$ cat src/rtl/uart_tx_sched_if.sv
`timescale 1ns/1ps
`default_nettype none
// ============================================================================
// Module   : uart_tx_sched_if
// Brief    : Byte-request bus between requesters and the UART TX scheduler.
// Revision : 1.0  initial release
// ============================================================================
interface uart_tx_sched_if #(
    parameter int NUM_REQ = 4
);
    logic [NUM_REQ-1:0]   req_valid;
    logic [8*NUM_REQ-1:0] req_data;
    logic [NUM_REQ-1:0]   req_ready;

    modport master (output req_valid, output req_data, input  req_ready);
    modport slave  (input  req_valid, input  req_data, output req_ready);
endinterface
`default_nettype wire

$ cat src/rtl/uart_tx_sched.sv
`timescale 1ns/1ps
`default_nettype none
// ============================================================================
// Module   : uart_tx_sched
// Brief    : Round-robin arbiter sharing one UART TX line, paced by an
//            external baud pulse generator.
// Revision : 1.0  initial release
// ============================================================================
module uart_tx_sched #(
    parameter int NUM_REQ    = 4,
    parameter int ID_W       = 2,
    parameter int STOP_BITS  = 1,
    parameter int PARITY_EN  = 0,
    parameter int PARITY_ODD = 0
) (
    input  wire logic            clk,
    input  wire logic            rst_n,
    uart_tx_sched_if.slave       bus,
    input  wire logic            i_baud_pulse,
    output logic                 o_baud_en,
    output logic                 o_tx,
    output logic                 o_busy,
    output logic [ID_W-1:0]      o_grant_id
);

    typedef enum logic [2:0] {
        ST_IDLE   = 3'd0,
        ST_START  = 3'd1,
        ST_DATA   = 3'd2,
        ST_PARITY = 3'd3,
        ST_STOP   = 3'd4
    } state_t;

    state_t              r_state;
    logic [7:0]          r_shift;
    logic                r_par;
    logic [2:0]          r_bit_cnt;
    logic                r_stop_cnt;
    logic [ID_W-1:0]     r_last_grant;

    logic                w_found;
    logic [ID_W-1:0]     w_winner;
    logic [7:0]          w_byte;
    logic [NUM_REQ-1:0]  w_ready;
    logic                w_xfer;
    int                  w_best;

    // Winner is the valid requester with the smallest rotational distance
    // from the slot after the last grant.
    always_comb begin
        w_found  = 1'b0;
        w_winner = '0;
        w_best   = NUM_REQ;
        w_byte   = '0;
        w_ready  = '0;
        for (int i = 0; i < NUM_REQ; i++) begin
            if (bus.req_valid[i] &&
                (((i + NUM_REQ - 1 - int'(r_last_grant)) % NUM_REQ) < w_best)) begin
                w_best   = (i + NUM_REQ - 1 - int'(r_last_grant)) % NUM_REQ;
                w_winner = ID_W'(i);
                w_found  = 1'b1;
            end
        end
        for (int i = 0; i < NUM_REQ; i++) begin
            if (w_found && (w_winner == ID_W'(i))) begin
                w_byte     = bus.req_data[8*i +: 8];
                w_ready[i] = rst_n && (r_state == ST_IDLE);
            end
        end
    end

    assign bus.req_ready = w_ready;
    assign w_xfer        = |(bus.req_valid & w_ready);

    always_ff @(posedge clk or negedge rst_n) begin
        if (!rst_n) begin
            r_state      <= ST_IDLE;
            r_shift      <= '0;
            r_par        <= 1'b0;
            r_bit_cnt    <= '0;
            r_stop_cnt   <= 1'b0;
            r_last_grant <= ID_W'(NUM_REQ - 1);
            o_grant_id   <= '0;
            o_tx         <= 1'b1;
            o_baud_en    <= 1'b0;
            o_busy       <= 1'b0;
        end else begin
            case (r_state)
                ST_IDLE: begin
                    if (w_xfer) begin
                        r_shift      <= w_byte;
                        r_par        <= (^w_byte) ^ (PARITY_ODD != 0);
                        o_grant_id   <= w_winner;
                        r_last_grant <= w_winner;
                        o_tx         <= 1'b0;
                        o_baud_en    <= 1'b1;
                        o_busy       <= 1'b1;
                        r_state      <= ST_START;
                    end
                end
                ST_START: begin
                    if (i_baud_pulse) begin
                        o_tx      <= r_shift[0];
                        r_bit_cnt <= '0;
                        r_state   <= ST_DATA;
                    end
                end
                ST_DATA: begin
                    if (i_baud_pulse) begin
                        if (r_bit_cnt == 3'd7) begin
                            if (PARITY_EN != 0) begin
                                o_tx    <= r_par;
                                r_state <= ST_PARITY;
                            end else begin
                                o_tx       <= 1'b1;
                                r_stop_cnt <= 1'b0;
                                r_state    <= ST_STOP;
                            end
                        end else begin
                            r_shift   <= r_shift >> 1;
                            o_tx      <= r_shift[1];
                            r_bit_cnt <= r_bit_cnt + 3'd1;
                        end
                    end
                end
                ST_PARITY: begin
                    if (i_baud_pulse) begin
                        o_tx       <= 1'b1;
                        r_stop_cnt <= 1'b0;
                        r_state    <= ST_STOP;
                    end
                end
                ST_STOP: begin
                    // Dropping baud_en here restarts the generator phase for the next frame.
                    if (i_baud_pulse) begin
                        if (r_stop_cnt == 1'(STOP_BITS - 1)) begin
                            o_baud_en <= 1'b0;
                            o_busy    <= 1'b0;
                            r_state   <= ST_IDLE;
                        end else begin
                            r_stop_cnt <= r_stop_cnt + 1'b1;
                        end
                    end
                end
                default: begin
                    o_tx      <= 1'b1;
                    o_baud_en <= 1'b0;
                    o_busy    <= 1'b0;
                    r_state   <= ST_IDLE;
                end
            endcase
        end
    end

endmodule
`default_nettype wire

$ cat src/flat_wrapper.sv
// flat-port wrapper written by rule: the top's interface ports become plain ports
module uart_tx_sched_flat 
#(
    parameter int NUM_REQ    = 4,
    parameter int ID_W       = 2,
    parameter int STOP_BITS  = 1,
    parameter int PARITY_EN  = 0,
    parameter int PARITY_ODD = 0
)
  (clk, rst_n, i_baud_pulse, o_baud_en, o_tx, o_busy, o_grant_id, bus_req_valid, bus_req_data, bus_req_ready);
  uart_tx_sched_if #(.NUM_REQ(NUM_REQ)) bus_i ();
  input  wire logic clk;
  input  wire logic rst_n;
  input  wire logic i_baud_pulse;
  output logic o_baud_en;
  output logic o_tx;
  output logic o_busy;
  output logic [ID_W-1:0] o_grant_id;
  input wire logic [$bits(bus_i.req_valid)-1:0] bus_req_valid;
  input wire logic [$bits(bus_i.req_data)-1:0] bus_req_data;
  output wire logic [$bits(bus_i.req_ready)-1:0] bus_req_ready;
  assign bus_i.req_valid = bus_req_valid;
  assign bus_i.req_data = bus_req_data;
  assign bus_req_ready = bus_i.req_ready;
  uart_tx_sched #(.NUM_REQ(NUM_REQ), .ID_W(ID_W), .STOP_BITS(STOP_BITS), .PARITY_EN(PARITY_EN), .PARITY_ODD(PARITY_ODD)) u_core (.clk(clk), .rst_n(rst_n), .bus(bus_i), .i_baud_pulse(i_baud_pulse), .o_baud_en(o_baud_en), .o_tx(o_tx), .o_busy(o_busy), .o_grant_id(o_grant_id));
endmodule
$ cat config.mk
export PLATFORM = sky130hd
export DESIGN_NAME = uart_tx_sched_flat
export DESIGN_NICKNAME = d
export VERILOG_FILES = /design/src/rtl/uart_tx_sched_if.sv /design/src/rtl/uart_tx_sched.sv /design/src/flat_wrapper.sv
export SDC_FILE = /design/constraint.sdc
export NUM_CORES = 1
export LEC_CHECK = 0
export CAP_MARGIN = 30
export CELL_PAD_IN_SITES_DETAIL_PLACEMENT = 1
export CELL_PAD_IN_SITES_GLOBAL_PLACEMENT = 1
export CORE_UTILIZATION = 31
export CTS_CLUSTER_SIZE = 20
export DETAILED_ROUTE_END_ITERATION = 10
export PLACE_DENSITY = 0.73
export SETUP_SLACK_MARGIN = 0.15
export SLEW_MARGIN = 20
export SYNTH_ARGS = -nofsm -noshare
export SYNTH_HDL_FRONTEND = slang
export SYNTH_SLANG_ARGS = --single-unit
$ cat constraint.sdc
create_clock -name clk -period 6 [get_ports clk]
set_clock_uncertainty 0.2 [all_clocks]
set_input_delay 1.2 -clock clk [delete_from_list [all_inputs] [get_ports clk]]
set_output_delay 1.2 -clock clk [all_outputs]
set_load 0.02 [all_outputs]
**Wiring by layer**

Drawn at 4 px/um.
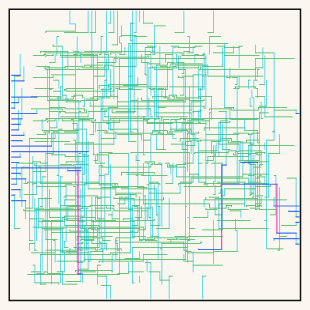
Key: cyan = metal 2 [wire length 2310 um]; green = metal 1 [wire length 2420 um]; blue = metal 3 [wire length 145 um]; magenta = metal 4 [wire length 59.2 um]
Via Count: 1643
GRT Total Usage: 19.70%
WL final: 4940 um
Avg WL per Cell: 15.58 um

**Clock routing**

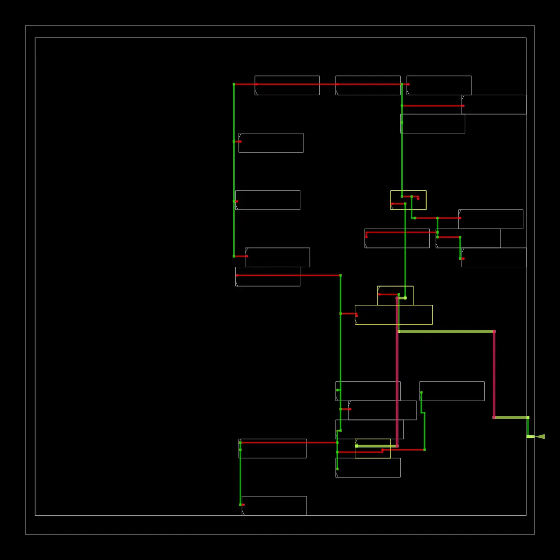
Late-Pin Clk Latency: 260 ps
Flop Count: 20

**Placed cells, one colour a class**

Drawn at 4 px/um.
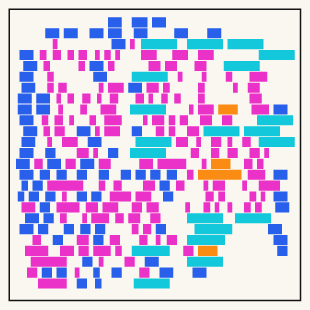
Key: cyan = flops [cells 20, share of their area 22%]; magenta = combinational and other logic [cells 146, share of their area 45%]; blue = other buffers and delay cells [cells 80, share of their area 30%]; orange = clock drivers and dummy loads [cells 4, share of their area 3.1%]
site row count: 25
core area: 4755 um2
post-layout util: 50.79%

==> flow_metrics.tcl <==
# place-and-route summary
set metrics [dict create \
    crit_path_start "bus_req_valid[0]" \
    slew-limit-headroom_pct 65.89 \
    crit_required_ps 4600 \
    reg_top3 "u_core.r_shift x8, u_core.r_bit_cnt x3, u_core.r_state x3" \
    n_clock_buffer 3 \
    antenna_found_initial 0 \
    comb_area_um2 1030 \
    finalNonFillerCells 317 \
    root_buffer "clkbuf_8" \
    clkCellAreaFrac_pct 2.953 \
    grtUsageMet3_pct 2.500 \
    p_leak_nw 0.9738 \
    cp_num_cells 18 \
    inverters_excl_clock 7 \
    highest_layer "met4" \
    sh_comb_area_pct 42.64 \
    worst-path-buf-inv 4 \
    cts_tree "built" \
    drive_gt1_share_pct 28.80 \
    worst_slew_pin_slew_ps 510.3 \
    grt_pass1_wl_um 8073 \
    crit_arrival_ps 4260 \
    synth_cell_types 45 \
    tns_ps 0 \
    finalPower_mw 1.368 \
    nNonClkBuffers 80 \
    tapCellCount 67 \
    finalSetupViolations 0 \
    synthesis.area_um2 1539 \
    drv_cap 0 \
    postRouteAntennaNets 0 \
    cts_inserted_buffers 3 \
    topCellsByArea "dfrtp_1, dfstp_2, o221a_2" \
    edf_count 0 \
    comb.multi_input.count 139 \
    reg2reg_slack_ps 1590 \
    compound_area_share_pct 33.33 \
    period_needed_ps 5656 \
    routed_via_density 5.183 \
    fin_ws_ps 343.8 \
    placed_cell_area_um2 2200 \
    htreeDepth 1 \
    grtUsageMet1_pct 26.92 \
    power_density_nw_per_um2 566.4 \
    crit_path_start_kind "primary input" \
    cts_setup_buffers 6 \
    nFillCells 568 \
    pg_comb_mw 0.954 \
    hold_end "u_core.o_grant_id[1]$_DFFE_PN0P_" \
    crit_type "in -> out" \
    ys_seq_elements 20 \
    xor_share_pct 0.5691 \
    syn_area_per_cell_um2 8.744 \
    holdPathStages 1 \
    drtIter0Drc 66 \
    clk_path_buf_depth 2 \
    critPathCaptureType "primary output" \
    common_cells "nand2_1, dfrtp_1, nand3_1, o21ai_0" \
    cts-hold-fix-buffers 0 \
    ys_sh_simple_pct 22.36 \
    top_cell_area_share_pct 27.64 \
    area.sequential_um2 504.2 \
    registers.top_by_ff_count "u_core.r_shift" \
    dp_hpwl_um 3649 \
    warnings 26 \
    areaGrowthSynthToFinish_pct 56.91 \
    top_power_group "combinational cells" \
    ir_worst_vdd_uv 291.0 \
    gp_congestion 0.7628 \
    min_path_type "reg -> reg" \
    status "completed" \
    finalCritPeriodShare_pct 94.27 \
    die-area_um2 5250 \
    slowest_delay_ps 490 \
    rr_worst_depth 18 \
    fp_nets 220 \
    crit_fanout 3 \
    ys_cells 176 \
    net-switching-power_mw 0.5641 \
    swShare_pct 41.24 \
    ys_async_sr_fraction_pct 100.0 \
]
**Placement density heat map**

Drawn at 4 px/um. The die is cut into 7 by 7 equal tiles; black is low, pale yellow is high, 0 to 100% covered.
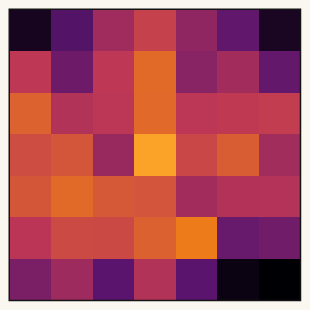
2.0% of the tiles are nearly empty. 2.0% of the tiles are over 75% full. The mean over all tiles is 44%.
Core Util at FP: 32.37%

**Pin placement**

Drawn at 4 px/um. Pins as bars across the die edge, other pins in grey.
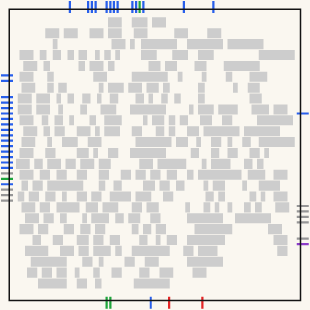
Key: blue = bus_req_data [pins 32, direction input, edge 17 west, 13 north, 1 east, 1 south]; red = o_grant_id [pins 2, direction output, edge south]; purple = clk [pins 1, direction input, edge east]; green = bus_req_ready [pins 4, direction output, edge 2 south, 1 west, 1 north]
All pins by edge: 22 west, 14 north, 7 east, 5 south.
number of port buffers: 47
Die Ht: 72.46 um
Die Wd: 72.46 um

